### Gate-type map

Scale: 8 px per um.
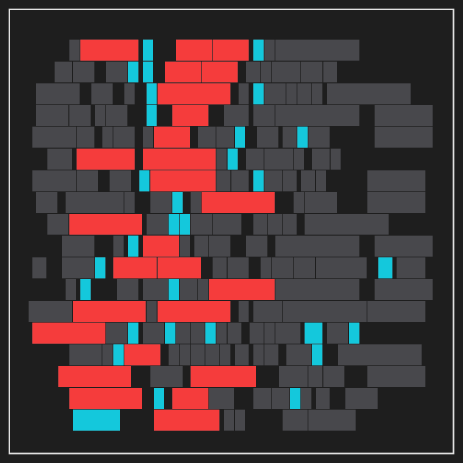
### Placed standard cells

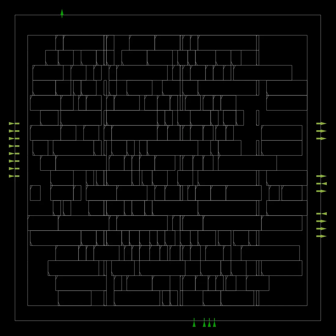
### Ports around the boundary

Scale: 8 px per um. Pins as bars across the die edge, other pins in gray.
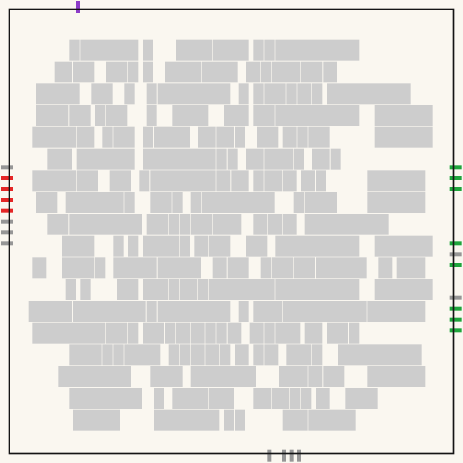
### Wires at chosen ports, followed through buffers

Scale: 4 px per um.
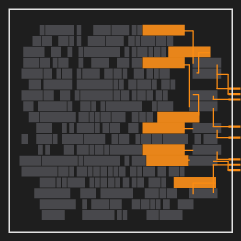
### Drive-strength map

Scale: 8 px per um.
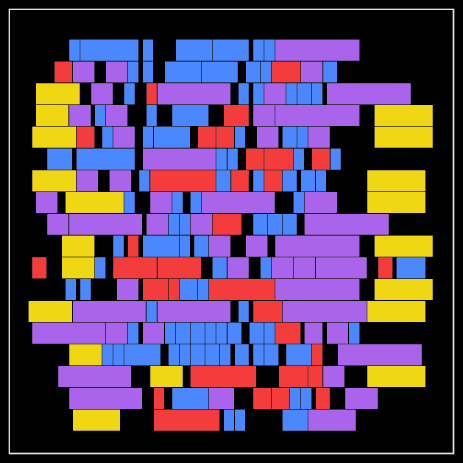
## config.mk

```make
export PLATFORM = sky130hd
export DESIGN_NAME = ula
export DESIGN_NICKNAME = d
export VERILOG_FILES = /design/src/rtl/ula_pkg.sv /design/src/rtl/ula_div.sv /design/src/rtl/ula.sv
export SDC_FILE = /design/constraint.sdc
export NUM_CORES = 1
export LEC_CHECK = 0
export ABC_AREA = 1
export CORE_MARGIN = 2
export CORE_UTILIZATION = 40
export DETAILED_ROUTE_END_ITERATION = 8
export PLACE_DENSITY = 0.65
export RECOVER_POWER = 25
export SETUP_SLACK_MARGIN = 0.5
export SYNTH_ARGS = -nofsm -noshare
export SYNTH_HDL_FRONTEND = slang
export SYNTH_SLANG_ARGS = --single-unit
```

## constraint.sdc

```tcl
create_clock -name clk -period 0.8 [get_ports clk]
set_input_delay 0.16 -clock clk [delete_from_list [all_inputs] [get_ports clk]]
set_output_delay 0.16 -clock clk [all_outputs]
set_load 0.1 [all_outputs]
```

## src/rtl/ula_pkg.sv

```systemverilog
// Shared opcode constants, widths and the registered result bundle of the ula arithmetic unit.
package ula_pkg;

    localparam int OPND_W = 4;
    localparam int RES_W  = 8;

    localparam logic [3:0] OP_ADD = 4'b0000;
    localparam logic [3:0] OP_SUB = 4'b0001;
    localparam logic [3:0] OP_MUL = 4'b0010;
    localparam logic [3:0] OP_DIV = 4'b0011;
    localparam logic [3:0] OP_MOD = 4'b0100;

    typedef struct packed {
        logic [RES_W-1:0] saida;
        logic             div_zero;
    } ula_res_t;

    function automatic logic [RES_W-1:0] zext(input logic [OPND_W-1:0] v);
        return {{(RES_W-OPND_W){1'b0}}, v};
    endfunction

endpackage

```

## src/rtl/ula_div.sv

```systemverilog
// Combinational 4-bit restoring divider; a zero divisor yields zero outputs and raises by_zero.
module ula_div
    import ula_pkg::*;
(
    input  logic [OPND_W-1:0] dividend,
    input  logic [OPND_W-1:0] divisor,
    output logic [OPND_W-1:0] quotient,
    output logic [OPND_W-1:0] remainder,
    output logic              by_zero
);

    logic [OPND_W:0]   part_rem;
    logic [OPND_W-1:0] quot_raw;

    always_comb begin
        part_rem = '0;
        quot_raw = '0;
        // Shift in one dividend bit per step, subtract when the divisor fits.
        for (int i = OPND_W - 1; i >= 0; i--) begin
            part_rem = {part_rem[OPND_W-1:0], dividend[i]};
            if (part_rem >= {1'b0, divisor}) begin
                part_rem    = part_rem - {1'b0, divisor};
                quot_raw[i] = 1'b1;
            end
        end
    end

    always_comb begin
        by_zero   = (divisor == '0);
        quotient  = '0;
        remainder = '0;
        if (!by_zero) begin
            quotient  = quot_raw;
            remainder = part_rem[OPND_W-1:0];
        end
    end

endmodule

```

## src/rtl/ula.sv

```systemverilog
// 4-bit arithmetic unit with one-cycle registered result. Divide/remainder exist only when ULA_DIV_EN is defined.
module ula
    import ula_pkg::*;
(
    input  logic                clk,
    input  logic                rst,
    input  logic [3:0]          switchs,
    input  logic [OPND_W-1:0]   A,
    input  logic [OPND_W-1:0]   B,
    output logic [RES_W-1:0]    saida,
    output logic                div_zero
);

    logic [RES_W-1:0] a_ext;
    logic [RES_W-1:0] b_ext;
    ula_res_t         res_d;
    ula_res_t         res_q;

    assign a_ext = zext(A);
    assign b_ext = zext(B);

`ifdef ULA_DIV_EN
    logic [OPND_W-1:0] quot;
    logic [OPND_W-1:0] rem;
    logic              by_zero;

    ula_div u_div (
        .dividend  (A),
        .divisor   (B),
        .quotient  (quot),
        .remainder (rem),
        .by_zero   (by_zero)
    );
`endif

    always_comb begin
        res_d = '0;
        case (switchs)
            OP_ADD: res_d.saida = a_ext + b_ext;
            OP_SUB: res_d.saida = a_ext - b_ext;
            OP_MUL: res_d.saida = a_ext * b_ext;
`ifdef ULA_DIV_EN
            OP_DIV: begin
                res_d.saida    = zext(quot);
                res_d.div_zero = by_zero;
            end
            OP_MOD: begin
                res_d.saida    = zext(rem);
                res_d.div_zero = by_zero;
            end
`endif
            default: res_d = '0;
        endcase
    end

    always_ff @(posedge clk or posedge rst) begin
        if (rst) begin
            res_q <= '0;
        end else begin
            res_q <= res_d;
        end
    end

    assign saida    = res_q.saida;
    assign div_zero = res_q.div_zero;

endmodule

```

==> out/qor.csv <==
stage;metric;value;unit
final_layout;fin area;1890;sq um
final_layout;dominant logic cell types in the final layout;nand2_1, buf_4, inv_1;
grt;first-pass GRT wire length;4.54;mm
pwr;Peak supply drop;0.730;mV
final_layout;comb_multi_in;105;
detailed_routing;final antenna-violating net count;0;
grt;initial antenna violation count;0;
flow_run;OpenROAD warning count;34;
detailed_routing;met2 wire len;1.61;mm
grt;grt met3 use;1.41;%
detailed_routing;Routed WL;2.87;mm
logic_synthesis;syn_area_per_cell;7.32;sq um
grt;grt met1 use;18.5;%
grt;GRT overflow;0;
pwr;P_int;1.12;mW
detailed_routing;DRT Pass-1 Iters;6;
logic_synthesis;Top logic family;adder cells;
detailed_routing;Vias;1088;
worst_setup_path;crit-path leading delay family;adder cells;
final_layout;most numerous logic cell after layout;nand2_1;
worst_setup_path;crit-path max cell delay;0.52;ns
detailed_routing;number of vias per cell;4.84;
pwr;power in combinational cells;1.16;mW
grt;GRT met2 Usage;37.6;%
worst_setup_path;CP most frequent cell;fa_2;
logic_synthesis;mux contribution to synthesized area;0;%
final_layout;Layout non-clock buf frac;27.3;%
cts;Hold-fix buffers, CTS;0;
pwr;Power, Total;1.93;mW
placed_design;Placed Cells;216;
final_timing;FMAX;496;MHz
logic_synthesis;area leader, netlist;ha_1;
worst_setup_path;Critical Path Stages;11;
floorplanning;FP Core Util;42.6;%
final_layout;Nets;237;
logic_synthesis;asr flop ratio synth;100;%
logic_synthesis;synthesized netlist cell count;144;
min_path;worst hold path type;primary input to async pin;
floorplanning;die area;3060;sq um
worst_setup_path;CP Launch Point;B[1];
logic_synthesis;AO/OA Area Share;5.58;%
placed_design;global placement routability congestion;0.820;
logic_synthesis;top-count cell post-synth;nand2_1;
worst_setup_path;CP max FO;2;
final_layout;antenna fix cells;0;
detailed_routing;Wirelength per Cell;12.8;um
cts;clock slew at reported path FFs;0.06;ns
logic_synthesis;Yosys cell types;19;
pwr;Sw Ratio;41.8;%
pwr;Lkg Pwr;0.965;nW
pwr;pwr/cell area;1020;nW/um^2
logic_synthesis;Dominant flop cell;dfrtp_1;
pwr;switching pwr;0.806;mW
grt;GRT Total Usage;18.2;%
logic_synthesis;Synth flops;8;
worst_setup_path;CP Capture Point;saida[6];
final_timing;crit path time final;2.01;ns
worst_setup_path;Crit Path Class;primary input to flip-flop;
final_layout;Layout clock buffers;3;
detailed_routing;M1 wire length;1.07;mm
final_timing;cycle use final;252;%
grt;most used routing layer;met2;
worst_setup_path;Worst setup EP type;flip-flop;
logic_synthesis;Syn Nets;184;
final_timing;hold_ws;-0.0108;ns
cts;Clock H-tree levels;1;
final_timing;Setup TNS Final;-8.78;ns
final_layout;max FFs per register;8;
final_layout;area delta synth->final;79.2;%
pwr;Flop pwr share;23.6;%
placed_design;Post-DP Area;1670;sq um
final_layout;inverter count;30;
logic_synthesis;Post-synth EDFFs;0;
logic_synthesis;Chip Area, Yosys;1050;sq um
final_layout;Max-area cell class;combinational gates;
outcome;status;complete, but fails checks;
final_timing;final setup margin;-1.21;ns
final_layout;clk tree area frac;1.19;%
final_layout;comb. cell area;956;sq um
grt;vias in the first global route;1112;
cts;CTS root buf;clkbuf_4;
placed_design;Final HPWL DP;2.14;mm
outcome;failing checks;negative hold slack, negative setup slack;
logic_synthesis;Ys Warns;0;
logic_synthesis;Top cells by area;ha_1, dfrtp_1, nand2_1;
logic_synthesis;Dominant cell area share;23.7;%
final_layout;share of cells above drive strength 1;52.8;%
final_layout;sequential cell area;230;sq um
cts;CTS tree;yes;
final_timing;Hold Fails Final Rpt;8;
worst_setup_path;Required @ worst endpoint;1.00;ns
placed_design;dpl ws;-2.04;ns
final_timing;setup violators final;15;
logic_synthesis;Post-Synth XOR/XNOR Area;0;%
worst_setup_path;element type at the critical path start;primary input;
logic_synthesis;ys cells;144;
flow_run;max-cap check violation count;0;
pwr;top power group;combinational logic;
pwr;P_clk;0.319;mW
pwr;sequential power;0.456;mW
detailed_routing;DRC violations left;0;
worst_setup_path;CP Buf/Inv Count;2;
detailed_routing;initial DRC count;18;
final_layout;Seq cells;8;
worst_setup_path;Worst Path Arrival;2.21;ns
Back to the opening pictures, 'Gate-type map':
inverters -> cyan  # cells 30, most used inv_1
adder and majority cells -> red  # cells 26
Final Instance Count excl. Fillers: 225
Comb area share: 50.6%

Back to the opening pictures, 'Placed standard cells':
Seq/total area: 12.2%
tap cell count: 30
Final Core Density: 76.3%
# rows: 18
core region area: 2480 sq um

Back to the opening pictures, 'Ports around the boundary':
div_zero -> purple  # pins 1, direction output, edge top
saida -> green  # pins 8, direction output, edge right
A -> red  # pins 4, direction input, edge left
all pins by edge = 10 right, 8 left, 4 bottom, 1 top
Die Span Y: 55.4 um
IO buf count: 21
die width: 55.4 um

Back to the opening pictures, 'Wires at chosen ports, followed through buffers':
saida -> orange  # bits 8, direction output, end cells 8, buffers 8, wire 107 um
Ports: 23

Back to the opening pictures, 'Drive-strength map':
drive 3 to 4 -> purple  # cells 51, share 26%
drive 1 or less -> blue  # cells 92, share 47%
drive 2 -> red  # cells 33, share 17%
drive 6 and up -> yellow  # cells 19, share 9.7%
final setup margin: -1.21 ns
Non-CTS buffers: 49

Power and IR drop assume default switching activity.
